$ cat src/rtl/bcd_timer_pkg.sv
// Shared definitions for the BCD countdown timer.
//   state_e      : controller FSM state encodings (codes 5-7 are illegal)
//   BCD_MAX      : largest legal decade digit value
//   is_valid_bcd : true when a 4-bit digit holds a legal BCD value (0..9)
package bcd_timer_pkg;

  typedef enum logic [2:0] {
    StIdle  = 3'd0,
    StArmed = 3'd1,
    StRun   = 3'd2,
    StPause = 3'd3,
    StDone  = 3'd4
  } state_e;

  localparam logic [3:0] BCD_MAX = 4'd9;

  function automatic logic is_valid_bcd(input logic [3:0] digit);
    return (digit <= BCD_MAX);
  endfunction

endpackage

$ cat src/rtl/bcd_digit_down.sv
// One decade digit of a BCD down-counter chain.
// Ports:
//   clock, reset  : rising-edge clock, asynchronous active-high reset
//   load          : overwrite the digit with load_val (wins over decrement)
//   load_val      : value to load (caller guarantees a legal BCD digit)
//   dec_en        : a decrement tick is happening this cycle
//   borrow_in     : all lower digits are 0 (tie high on digit 0)
//   digit         : current digit value
//   borrow_out    : combinational; digit is 0 and borrow_in is high
module bcd_digit_down
  import bcd_timer_pkg::*;
(
  input  logic       clock,
  input  logic       reset,
  input  logic       load,
  input  logic [3:0] load_val,
  input  logic       dec_en,
  input  logic       borrow_in,
  output logic [3:0] digit,
  output logic       borrow_out
);

  logic [3:0] digit_q;
  logic [3:0] digit_d;

  always_comb begin
    digit_d = digit_q;
    if (load) begin
      digit_d = load_val;
    end else if (dec_en && borrow_in) begin
      digit_d = (digit_q == 4'd0) ? BCD_MAX : (digit_q - 4'd1);
    end
  end

  always_ff @(posedge clock or posedge reset) begin
    if (reset) begin
      digit_q <= 4'd0;
    end else begin
      digit_q <= digit_d;
    end
  end

  assign digit      = digit_q;
  assign borrow_out = borrow_in && (digit_q == 4'd0);

endmodule

$ cat src/rtl/bcd_countdown_ctrl.sv
// Presettable BCD countdown timer controller.
// Validates and loads a BCD preset, sequences IDLE/ARMED/RUN/PAUSE/DONE, divides the clock
// into decrement ticks and flags terminal count.
// Parameters:
//   DIGITS   : number of BCD digits in the chain (1..8)
//   TICK_DIV : clock cycles per decrement tick while running (>=1)
// Ports:
//   clock, reset : rising-edge clock, asynchronous active-high reset
//   preset_bcd   : BCD preset, digit 0 in bits [3:0]
//   load         : capture preset_bcd (single-cycle strobe)
//   start        : begin (from ARMED) or resume (from PAUSE) counting
//   pause        : freeze counting while running
//   clear        : synchronous abort to IDLE with count 0
//   count_bcd    : current BCD count
//   state        : FSM state code
//   running      : registered, high while state is RUN
//   done         : one-cycle pulse when the count reaches 0
//   err          : one-cycle pulse on a rejected (non-BCD) load
module bcd_countdown_ctrl
  import bcd_timer_pkg::*;
#(
  parameter int unsigned DIGITS   = 4,
  parameter int unsigned TICK_DIV = 10
) (
  input  logic                  clock,
  input  logic                  reset,
  input  logic [4*DIGITS-1:0]   preset_bcd,
  input  logic                  load,
  input  logic                  start,
  input  logic                  pause,
  input  logic                  clear,
  output logic [4*DIGITS-1:0]   count_bcd,
  output logic [2:0]            state,
  output logic                  running,
  output logic                  done,
  output logic                  err
);

  localparam int unsigned CW = 4 * DIGITS;
  localparam int unsigned PW = (TICK_DIV > 1) ? $clog2(TICK_DIV) : 1;
  localparam logic [PW-1:0] PrescLast = PW'(TICK_DIV - 1);

  state_e        state_q, state_d;
  logic [PW-1:0] presc_q, presc_d;
  logic          running_q, done_q, err_q;
  logic          done_d, err_d;

  logic          cnt_load;
  logic [CW-1:0] cnt_load_val;
  logic          cnt_dec;

  logic          preset_ok;
  logic          preset_zero;
  logic          count_zero;
  logic          count_one;
  logic [DIGITS:0] borrow;

  // Preset validation: every digit must be 0..9.
  always_comb begin
    preset_ok = 1'b1;
    for (int i = 0; i < int'(DIGITS); i++) begin
      if (!is_valid_bcd(preset_bcd[4*i +: 4])) begin
        preset_ok = 1'b0;
      end
    end
  end

  assign preset_zero = (preset_bcd == '0);
  assign count_zero  = (count_bcd == '0);
  // The decremented value is zero exactly when the current count is 1.
  assign count_one   = (count_bcd == CW'(1));

  always_comb begin
    state_d      = state_q;
    presc_d      = presc_q;
    cnt_load     = 1'b0;
    cnt_load_val = '0;
    cnt_dec      = 1'b0;
    done_d       = 1'b0;
    err_d        = 1'b0;

    if (clear) begin
      state_d  = StIdle;
      presc_d  = '0;
      cnt_load = 1'b1;
    end else begin
      case (state_q)
        StIdle, StArmed, StDone: begin
          if (load) begin
            if (!preset_ok) begin
              err_d = 1'b1;
            end else if (preset_zero) begin
              state_d  = StIdle;
              presc_d  = '0;
              cnt_load = 1'b1;
            end else begin
              state_d      = StArmed;
              presc_d      = '0;
              cnt_load     = 1'b1;
              cnt_load_val = preset_bcd;
            end
          end else if (start && (state_q == StArmed)) begin
            state_d = StRun;
            presc_d = '0;
          end
        end

        StRun: begin
          // Strict priority: a pending load or start masks pause even though both are no-ops
          // here, so counting simply continues.
          if (pause && !load && !start) begin
            state_d = StPause;
          end else if (presc_q == PrescLast) begin
            presc_d = '0;
            if (!count_zero) begin
              cnt_dec = 1'b1;
              if (count_one) begin
                state_d = StDone;
                done_d  = 1'b1;
              end
            end
          end else begin
            presc_d = presc_q + PW'(1);
          end
        end

        StPause: begin
          // Prescaler is retained across the pause.
          if (!load && start) begin
            state_d = StRun;
          end
        end

        default: begin
          state_d  = StIdle;
          presc_d  = '0;
          cnt_load = 1'b1;
        end
      endcase
    end
  end

  always_ff @(posedge clock or posedge reset) begin
    if (reset) begin
      state_q   <= StIdle;
      presc_q   <= '0;
      running_q <= 1'b0;
      done_q    <= 1'b0;
      err_q     <= 1'b0;
    end else begin
      state_q   <= state_d;
      presc_q   <= presc_d;
      running_q <= (state_d == StRun);
      done_q    <= done_d;
      err_q     <= err_d;
    end
  end

  // Digit chain: digit 0 always sees a borrow; digit i sees one when all lower digits are 0.
  assign borrow[0] = 1'b1;

  for (genvar g = 0; g < int'(DIGITS); g++) begin : g_digit
    bcd_digit_down u_digit (
      .clock      (clock),
      .reset      (reset),
      .load       (cnt_load),
      .load_val   (cnt_load_val[4*g +: 4]),
      .dec_en     (cnt_dec),
      .borrow_in  (borrow[g]),
      .digit      (count_bcd[4*g +: 4]),
      .borrow_out (borrow[g+1])
    );
  end

  assign state   = state_q;
  assign running = running_q;
  assign done    = done_q;
  assign err     = err_q;

endmodule

$ cat config.mk
export PLATFORM = sky130hd
export DESIGN_NAME = bcd_countdown_ctrl
export DESIGN_NICKNAME = d
export VERILOG_FILES = /design/src/rtl/bcd_timer_pkg.sv /design/src/rtl/bcd_digit_down.sv /design/src/rtl/bcd_countdown_ctrl.sv
export SDC_FILE = /design/constraint.sdc
export NUM_CORES = 1
export LEC_CHECK = 0
export CORE_AREA = 2 2 57 80
export DETAILED_ROUTE_END_ITERATION = 8
export DIE_AREA = 0 0 59 82
export GPL_TIMING_DRIVEN = 0
export HOLD_SLACK_MARGIN = 0.1
export PLACE_DENSITY_LB_ADDON = 0.25
export REMOVE_ABC_BUFFERS = 1
export SETUP_SLACK_MARGIN = 0.05
export SYNTH_ARGS = -nofsm -noshare
export SYNTH_HDL_FRONTEND = slang
export SYNTH_SLANG_ARGS = --single-unit
$ cat constraint.sdc
create_clock -name clock -period 2.01 [get_ports clock]
set_input_delay 0.3015 -clock clock [delete_from_list [all_inputs] [get_ports clock]]
set_output_delay 0.3015 -clock clock [all_outputs]
set_load 0.01 [all_outputs]
==> images/congestion_map.png <==
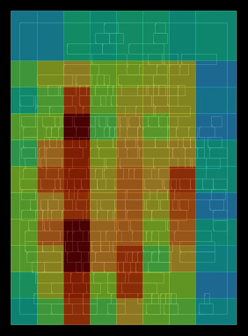
GRT Overall Usage: 0.2165
layer with the highest usage: met2

==> images/floorplan.png <==
Scale bar: 20 µm. Pins as bars on the die edge. Tap cells in gray.
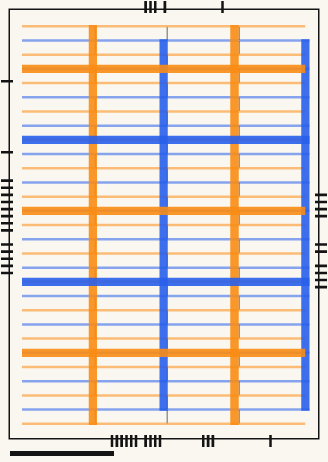
- VDD: blue
- VSS: orange
- met4 straps: 4
- rows: 28
- met5 straps: 5
- tap cells: 45

==> images/closeup.png <==
Window x 32 to 57, y 8 to 33 µm. Cells in gray, sequential cells in the stronger gray; small squares are vias.
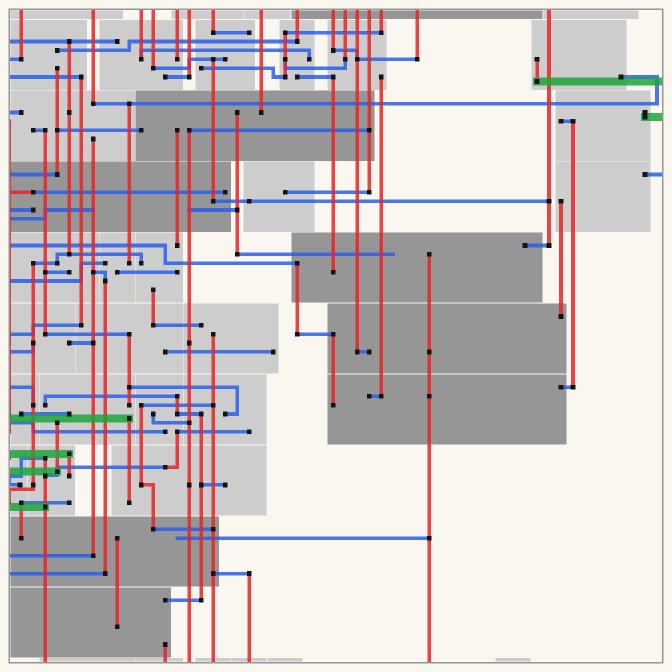
- M1: blue
- M3: green
- M2: red
- most frequent: dfrtp_1 (6), clkdlybuf4s50_1 (3)
- netlist names of flops here include: `g_digit.u_digit.digit` (4)
- cells with their middle in the window: 28
- sequential cells in the window: 7

==> images/layers.png <==
Only two layers are drawn.
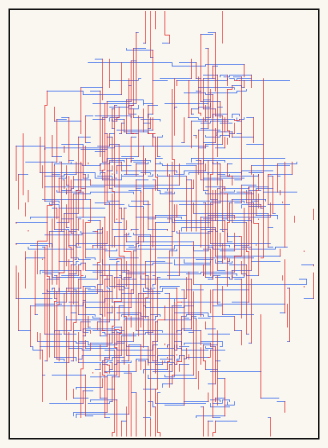
- M1: blue (wire length 2,100 µm)
- M2: red (wire length 2,630 µm)

==> images/ff_map.png <==
Other sequential cells in the stronger gray, the rest of the logic in the fainter gray.
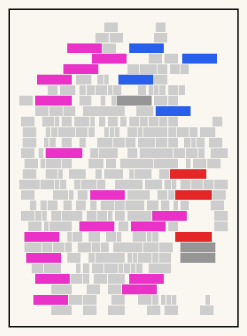
- `state`: red (flops 3)
- `g_digit.u_digit.digit`: magenta (flops 16)
- `presc_q`: blue (flops 4)
- not colored: 3
Layout Utilization: 0.6389
sequential power: 0.631 mW

==> impl_metrics.yaml <==
# synthesis and place-and-route metrics
run_status:
  status: "finished with violations"
  violations: "negative setup slack"
final_timing:
  peak_clock_frequency_supported_by_timing_mhz: 495.9
  finalHoldWorstSlack_ps: 426.4
  layout_worst_path_cycle_share: 1.003
  report.final.setup_viol: 1
  maxSlewHeadroom: 0.3217
  maxSlewViolCount: 0
  timing.final.ws_setup_ps: -6.476
  unrepaired_setup_endpoints_after_global_routing: "true"
  finalHoldViolations: 0
finish:
  comb.multi_input.count: 153
  flow.area_growth_from_synthesis_pct: 51.65
  post-route-cell-area_um2: 2641
  fillerInstances: 334
  net_count_of_the_finished_layout: 281
  non_clock_buffer_count: 69
  final_cell_count_no_fill: 301
synthesis:
  enable_flop_cells: 0
  synth_cells: 192
  synth.yosys.num_cells: 192
  synth-async-reset-ratio: 1.000
  post_synth.cell_area_avg_um2: 9.071
  top_logic_kind: "simple AND/OR/NAND/NOR gates"
  leading_area_contributor_after_synthesis: "dfrtp_1"
  post_synth_main_area_contributors: "dfrtp_1, nand2_1, o21ai_0"
  top_cells_by_count: "dfrtp_1, nand2_1, o21ai_0"
  synth-area-yosys_um2: 1742
  synthFlopType: "dfrtp_1"
  synth.yosys.seq_area_share: 0.3736
  synth_cell_types: 51
  synthAdderAreaFrac: 0.01437
die:
  well_tap_count: 45
  core.rowCount: 28
  coreArea_um2: 4134
  die_area_um2: 4838
  chipWidth_um: 59
  ios: 44
power:
  clock_net_power_mw: 0.438
  power.density_nw_per_um2: 586.3
  power.sequential.fraction: 0.408
  cell_internal_power_dissipation_mw: 1.087
  ir_drop_uv: 335.9
  power_top_consumer: "registers"
  power.leakage_nw: 1.087
  power.net_switching_mw: 0.4621
routing:
  dr.pass1.iters: 4
  drt-vias-per-instance: 5.993
  drtAntennaViolNets: 0
  drcViolationCount: 0
  routed_wl_mm: 5.033
  vias: 1804
  detail_route.wl_per_cell_um: 16.72
clock_network:
  cts_made_buffers: 3
  ctsRootBufferMaster: "clkbuf_8"
  cts_num_sinks: 26
  clk_pin_slew_worst_paths_ps: 100
  ctsLongestPathBuffers: 2
worst_setup_path:
  worstPathBufferInverterCount: 0
  cp-start-kind: "register"
  critical_path_peak_fanout: 3
  timing_worst_setup_path_type: "register to register"
  critPathSlowestCell: "dfrtp_2"
  worstPathCellList: "nor4b_4 -> nand3_4 -> or3b_4 -> o21ai_4 -> mux2_4"
global_routing:
  grt_antenna_before_repair: 0
  grt_max_degree: 27
  globalRouteMet2Util: 0.3978
  grt_first_pass_wirelength_mm: 8.073
  grt_pass1_vias: 1786
  grt_remaining_overflow: 0
  grt_use_met1: 0.2507
placement:
  gpl.final_weighted_congestion: 0.7759
  dp.final_hpwl_mm: 3.236
  dpl_cell_area_um2: 2186
==> state kept, by name, indices dropped and copies added, names as in the netlist <==
register and count:
presc_q 4, state 3, running 1, err 1, done 1, g_digit.u_digit.digit 16
==> layout by cell type (no fill, tap or decap), drive strengths merged, types with 3 or more instances in the layout <==
cell and n:
or3 3, a21oi 4, dfrtp 26, buf 26, clkdlybuf4s50 39, nor4 7, a21o 3, inv 4
nor2b 6, nand2 23, clkbuf 3, nor2 12, mux2 6, a211oi 5, nand3 3, o21ai 20
o2bb2ai 5, mux2i 4, a2bb2oi 5, nor3 11, dlymetal6s2s 3
==> tightest hold or removal path: stages <==
cell,delay [ps]
dlymetal6s2s_1,180
nand2_1,100
a211oi_2,70
==> timing repair <==
item                       CTS  global route
hold buffers                 0             0
gates resized               21            25
buffers inserted            19             7
pin swaps                    8             9
setup endpoints to repair   18            19
==> worst paths after layout <==
check | depth (start not counted) | end | from | slack [ps]
setup reg to reg | 5 | g_digit[2].u_digit.digit[2] | state[2] | -6
min in group asynchronous | 2 | g_digit[3].u_digit.digit[0] | reset | 570
hold / removal | 3 | g_digit[3].u_digit.digit[3] | preset_bcd[15] | 430
hold reg to reg | 1 | presc_q[3] | presc_q[3] | 540
max in group asynchronous | 2 | g_digit[1].u_digit.digit[0] | reset | 760
setup / recovery | 5 | g_digit[2].u_digit.digit[2] | state[2] | -6
==> routing by layer <==
layer | vias up | part of all wire
met1 | 875 | 0.42
met4 | 0 | 0.020
met2 | 64 | 0.52
li1 | 855 | -
met5 | - | 0
met3 | 10 | 0.039
==> through the flow <==
stage	TNS, ps	power, mW
3_3_place_gp	-8157	1.026
3_5_place_dp	-8306	1.031
6_report	-6.476	1.549
2_1_floorplan	-175.5	0.8426
5_1_grt	-480.4	1.629
4_1_cts	-32.28	1.504
No activity file was given, so power comes from the tool's default toggle rates.
